File: src/rtl/master_trig_pkg.sv
// master_trig_pkg: shared types and sizes for the master-trigger readout path.
package master_trig_pkg;
  localparam int TRIG_ADDR_BITS = 12;
  localparam int TRIG_META_BITS = 64;
  typedef enum logic [2:0] {IDLE, READ, WAIT, CLEAR, OUT} state_t;
  typedef struct packed {
    logic [TRIG_ADDR_BITS-1:0] addr;
    logic [TRIG_META_BITS-1:0] metadata;
  } trig_entry_t;
endpackage

File: src/rtl/master_trig_sat_counter.sv
// master_trig_sat_counter: event counter that sticks at all-ones.
module master_trig_sat_counter #(
  parameter int W = 32
) (
  input  logic         clk_i,
  input  logic         rst_i,
  input  logic         i_inc,
  output logic [W-1:0] o_count
);
  logic [W-1:0] r_count;
  always_ff @(posedge clk_i or posedge rst_i)
    if (rst_i) r_count <= '0;
    else if (i_inc && !(&r_count)) r_count <= r_count + 1'b1;
  assign o_count = r_count;
endmodule

File: src/rtl/master_trig_readout.sv
// master_trig_readout: scans the trigger URAM behind the write pointer, clears each
// set entry and then offers {address, metadata} downstream.
module master_trig_readout
  import master_trig_pkg::*;
#(
  parameter int ADDR_BITS  = TRIG_ADDR_BITS,
  parameter int COUNT_BITS = 32
) (
  input  logic                      clk_i,
  input  logic                      rst_i,
  input  logic                      run_i,
  input  logic [ADDR_BITS-1:0]      wr_ptr_i,
  output logic [ADDR_BITS-1:0]      uram_raddr_o,
  output logic                      uram_rd_en_o,
  output logic                      uram_rd_phase_o,
  input  logic [TRIG_META_BITS-1:0] uram_metadata_i,
  input  logic                      uram_trigger_i,
  output logic                      m_valid_o,
  input  logic                      m_ready_i,
  output logic [ADDR_BITS-1:0]      m_addr_o,
  output logic [TRIG_META_BITS-1:0] m_metadata_o,
  output logic [COUNT_BITS-1:0]     trig_count_o,
  output logic [COUNT_BITS-1:0]     drop_count_o,
  output logic                      busy_o
);
  state_t                r_state, w_next;
  logic [ADDR_BITS-1:0]  r_rptr, w_rptr_inc;
  trig_entry_t           r_entry;
  logic                  w_adv, w_emit, w_drop;
  assign w_rptr_inc = r_rptr + 1'b1;
  always_comb begin
    w_next = r_state;
    w_adv  = 1'b0;
    w_emit = 1'b0;
    w_drop = 1'b0;
    case (r_state)
      IDLE:  w_next = (r_rptr != wr_ptr_i) ? READ : IDLE;
      READ:  w_next = WAIT;
      WAIT: begin
        w_adv  = !uram_trigger_i;
        w_next = uram_trigger_i ? CLEAR : ((w_rptr_inc != wr_ptr_i) ? READ : IDLE);
      end
      CLEAR: begin
        w_drop = !run_i;
        w_adv  = !run_i;
        w_next = run_i ? OUT : IDLE;
      end
      OUT: begin
        w_emit = m_ready_i;
        w_adv  = m_ready_i;
        w_next = m_ready_i ? IDLE : OUT;
      end
      default: w_next = IDLE;
    endcase
  end
  always_ff @(posedge clk_i or posedge rst_i)
    if (rst_i) begin
      r_state <= IDLE;
      r_rptr  <= '0;
      r_entry <= '0;
    end else begin
      r_state <= w_next;
      if (w_adv) r_rptr <= w_rptr_inc;
      if (r_state == WAIT) r_entry <= '{addr: TRIG_ADDR_BITS'(r_rptr), metadata: uram_metadata_i};
    end
  // The clear strobe precedes OUT, so a stalled consumer never leaves a stale trigger bit.
  assign uram_raddr_o    = r_rptr;
  assign uram_rd_en_o    = (r_state == READ) || (r_state == CLEAR);
  assign uram_rd_phase_o = (r_state == CLEAR);
  assign m_valid_o       = (r_state == OUT);
  assign busy_o          = (r_state != IDLE);
  assign m_addr_o        = ADDR_BITS'(r_entry.addr);
  assign m_metadata_o    = r_entry.metadata;
  master_trig_sat_counter #(.W(COUNT_BITS)) u_trig_cnt (
    .clk_i   (clk_i),
    .rst_i   (rst_i),
    .i_inc   (w_emit),
    .o_count (trig_count_o)
  );
  master_trig_sat_counter #(.W(COUNT_BITS)) u_drop_cnt (
    .clk_i   (clk_i),
    .rst_i   (rst_i),
    .i_inc   (w_drop),
    .o_count (drop_count_o)
  );
endmodule

File: config.mk
export PLATFORM = sky130hd
export DESIGN_NAME = master_trig_readout
export DESIGN_NICKNAME = d
export VERILOG_FILES = /design/src/rtl/master_trig_pkg.sv /design/src/rtl/master_trig_sat_counter.sv /design/src/rtl/master_trig_readout.sv
export SDC_FILE = /design/constraint.sdc
export NUM_CORES = 1
export LEC_CHECK = 0
export CORE_UTILIZATION = 38
export CTS_CLUSTER_SIZE = 40
export DETAILED_ROUTE_END_ITERATION = 8
export PLACE_DENSITY = 0.76
export SETUP_SLACK_MARGIN = 0.4
export SLEW_MARGIN = 10
export SYNTH_ARGS = -nofsm -noshare
export SYNTH_HDL_FRONTEND = slang
export SYNTH_SLANG_ARGS = --single-unit
File: constraint.sdc
create_clock -name clk_i -period 8.6 [get_ports clk_i]
set_input_delay 2.15 -clock clk_i [delete_from_list [all_inputs] [get_ports clk_i]]
set_output_delay 2.15 -clock clk_i [all_outputs]
set_load 0.005 [all_outputs]
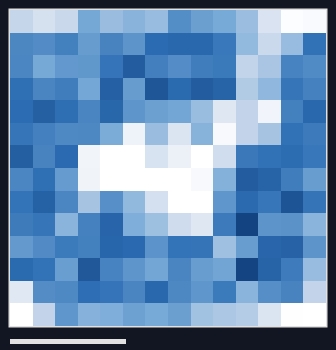
Fig. 1. Cell area per tile.
The bar under the picture is 50 um long. The die is cut into 14 by 14 equal tiles; white is low, dark blue is high, 0 to 100% covered.
mean over tiles = 52%
emptiest ninth of the die = center
tiles over 75% full = 16%
fullest tile = 92%
nearly empty tiles = 6.6%
fp util: 0.393
total core area: 0.0175 mm^2
post-layout util: 0.574

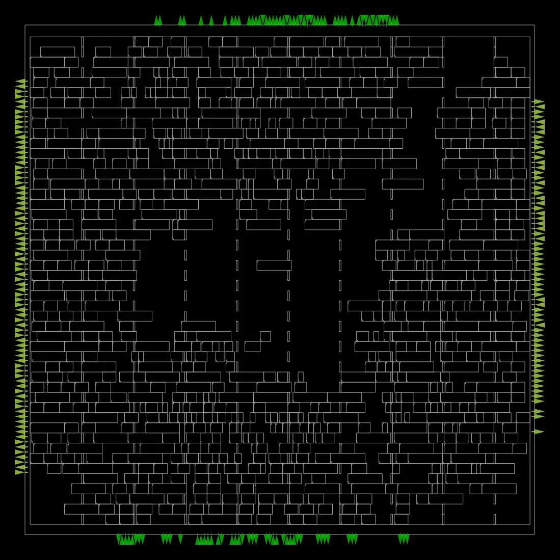
Fig. 2. Placed standard cells.
fraction of area in registers: 0.386
filler-free cell count of the finished design: 1019
flop count: 155
Filler Cell Count: 1475
row cnt: 48

==> results_dict.tcl <==
# flow metrics
set metrics [dict create \
    synth-xor-area-share 0.115 \
    diodes 0 \
    synth_area_leader_cell "dfrtp_1" \
    fmax_mhz 245 \
    cp.required_ns 8.90 \
    largest_register_ffs 64 \
    synthToLayoutAreaGrowth_pct 46.1 \
    dp_hpwl_um 11600 \
    path_cells "clkdlybuf4s50_1, nand2b_1, a31oi_1, and4b_1, nand4_1, xnor2_1" \
    met3_wirelength_um 1330 \
    syn_avg_cell_area_um2 12.6 \
    maxCapViolCount 0 \
    cts_tree "built" \
    fin_crit_ns 4.09 \
    synth-compound-area-share 0.0302 \
    r2r-start "u_drop_cnt.o_count[13]$_DFFE_PP0P_" \
    synthTopCellsByArea "dfrtp_1, mux2_2, xnor2_1" \
    cts_setup_buffers 0 \
    setup.worst_path.start_class "primary input" \
    top_layer "met4" \
    layout_top_cell "clkdlybuf4s50_1" \
    cp_top_family "AND-OR/OR-AND gates" \
    slew_headroom 0.235 \
    routed_wl_um 16200 \
    die_area_mm2 0.0186 \
    reg2reg_depth 6 \
    ctsHoldBuffers 0 \
    path_max_fanout 13 \
    whs_endpoint "u_trig_cnt.o_count[30]$_DFFE_PP0P_" \
    vias 5108 \
    common_cells "dfrtp_1, mux2_2, xnor2_1" \
    yosys_area_mm2 0.00687 \
    crit_cells 6 \
    synth_seq_share 0.565 \
    setup_viol 0 \
    ys_sh_mux 0.130 \
    worstMarginPinSlew_ns 1.14 \
    clock-root-buffer "clkbuf_16" \
    layout_top_cells "clkdlybuf4s50_1, dfrtp_1, mux2_2" \
    netlist.area_leader.share 0.565 \
    viasPerCell 5.01 \
    yosysWarnings 0 \
    layout_setup_ws_ns 4.51 \
    grt_pass1_vias 5098 \
    ys_types 49 \
    finalHoldViolCount 0 \
    rr_endpoint "u_drop_cnt.o_count[29]$_DFFE_PP0P_" \
    status "finished, final reports clean" \
    grt_overflow_total 0 \
    fin_hold_ws_ns 0.498 \
    power.leakage_uw 0.00421 \
    cp.buffers_inverters 1 \
    antenna_found_initial 0 \
    num-nets-final 866 \
    worst_hold_path.num_cells 1 \
    yosys.area_share.adder 0.00546 \
    drc 0 \
    rsz0062_at_grt "false" \
    synth.ff_latch_count 155 \
    yosys_cells 544 \
    critPathKind "in2reg" \
    drtAntennaViolNets 0 \
    crit_path_end "u_drop_cnt.o_count[29]$_DFFE_PP0P_" \
    cp-startpoint "run_i" \
    numCtsBuffers 17 \
    wl_met1_um 6990 \
    dr.pass1.iters 4 \
    setup_tns_ns 0 \
    yosysMostFrequentCell "dfrtp_1" \
    h-tree-depth 4 \
]
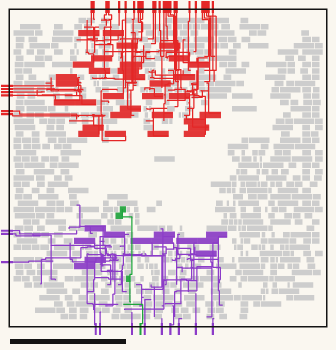
Fig. 3. Port wiring.
The bar under the picture is 50 um long.
red -> trig_count_o  # bits 32, direction output, edge 26 top, 6 left, end cells 32, buffers 32, wire 1610 um
green -> uram_trigger_i  # bits 1, direction input, edge bottom, end cells 3, buffers 1, wire 63.9 um
purple -> uram_raddr_o  # bits 12, direction output, edge 9 bottom, 3 left, end cells 12, buffers 12, wire 1050 um
I/O pins: 237
Port-buffer cells: 236

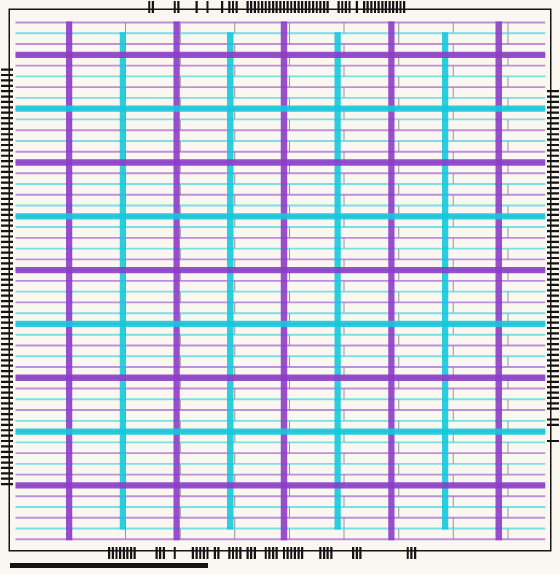
Fig. 4. Power grid.
The bar under the picture is 50 um long. Pins as bars on the die edge. Tap cells in gray.
purple -> VSS
cyan -> VDD
signal pins = 237
met1 rails = 49
rows = 48
met5 straps = 9
tap cells = 225
Die X: 136 um
peak supply drop: 170 uV
Vert. Die Dim: 136 um

power breakdown:
part | total (uW) | internal (uW) | switching [uW]
combinational | 945 | 631 | 314
sequential | 1080 | 934 | 144
clock | 738 | 441 | 297
layout make-up:
class | count | area (um^2) | area share
Multi-Input combinational cell | 364 | 2900 | 0.288
Tap cell | 225 | 282 | 0.0281
Inverter | 6 | 27.5 | 0.00274
Clock inverter | 10 | 115 | 0.0115
Sequential cell | 155 | 3880 | 0.386
Clock buffer | 21 | 460 | 0.0459
Timing Repair Buffer | 238 | 2380 | 0.237
layer usage:
| layer | global-route usage | vias up |
|---|---|---|
| met4 | 0.0691 | 0 |
| met1 | 0.230 | 2520 |
| met3 | 0.0656 | 17 |
| met5 | 0 | - |
| li1 | - | 2395 |
| met2 | 0.282 | 176 |
Power is estimated from default activity; no workload was simulated.
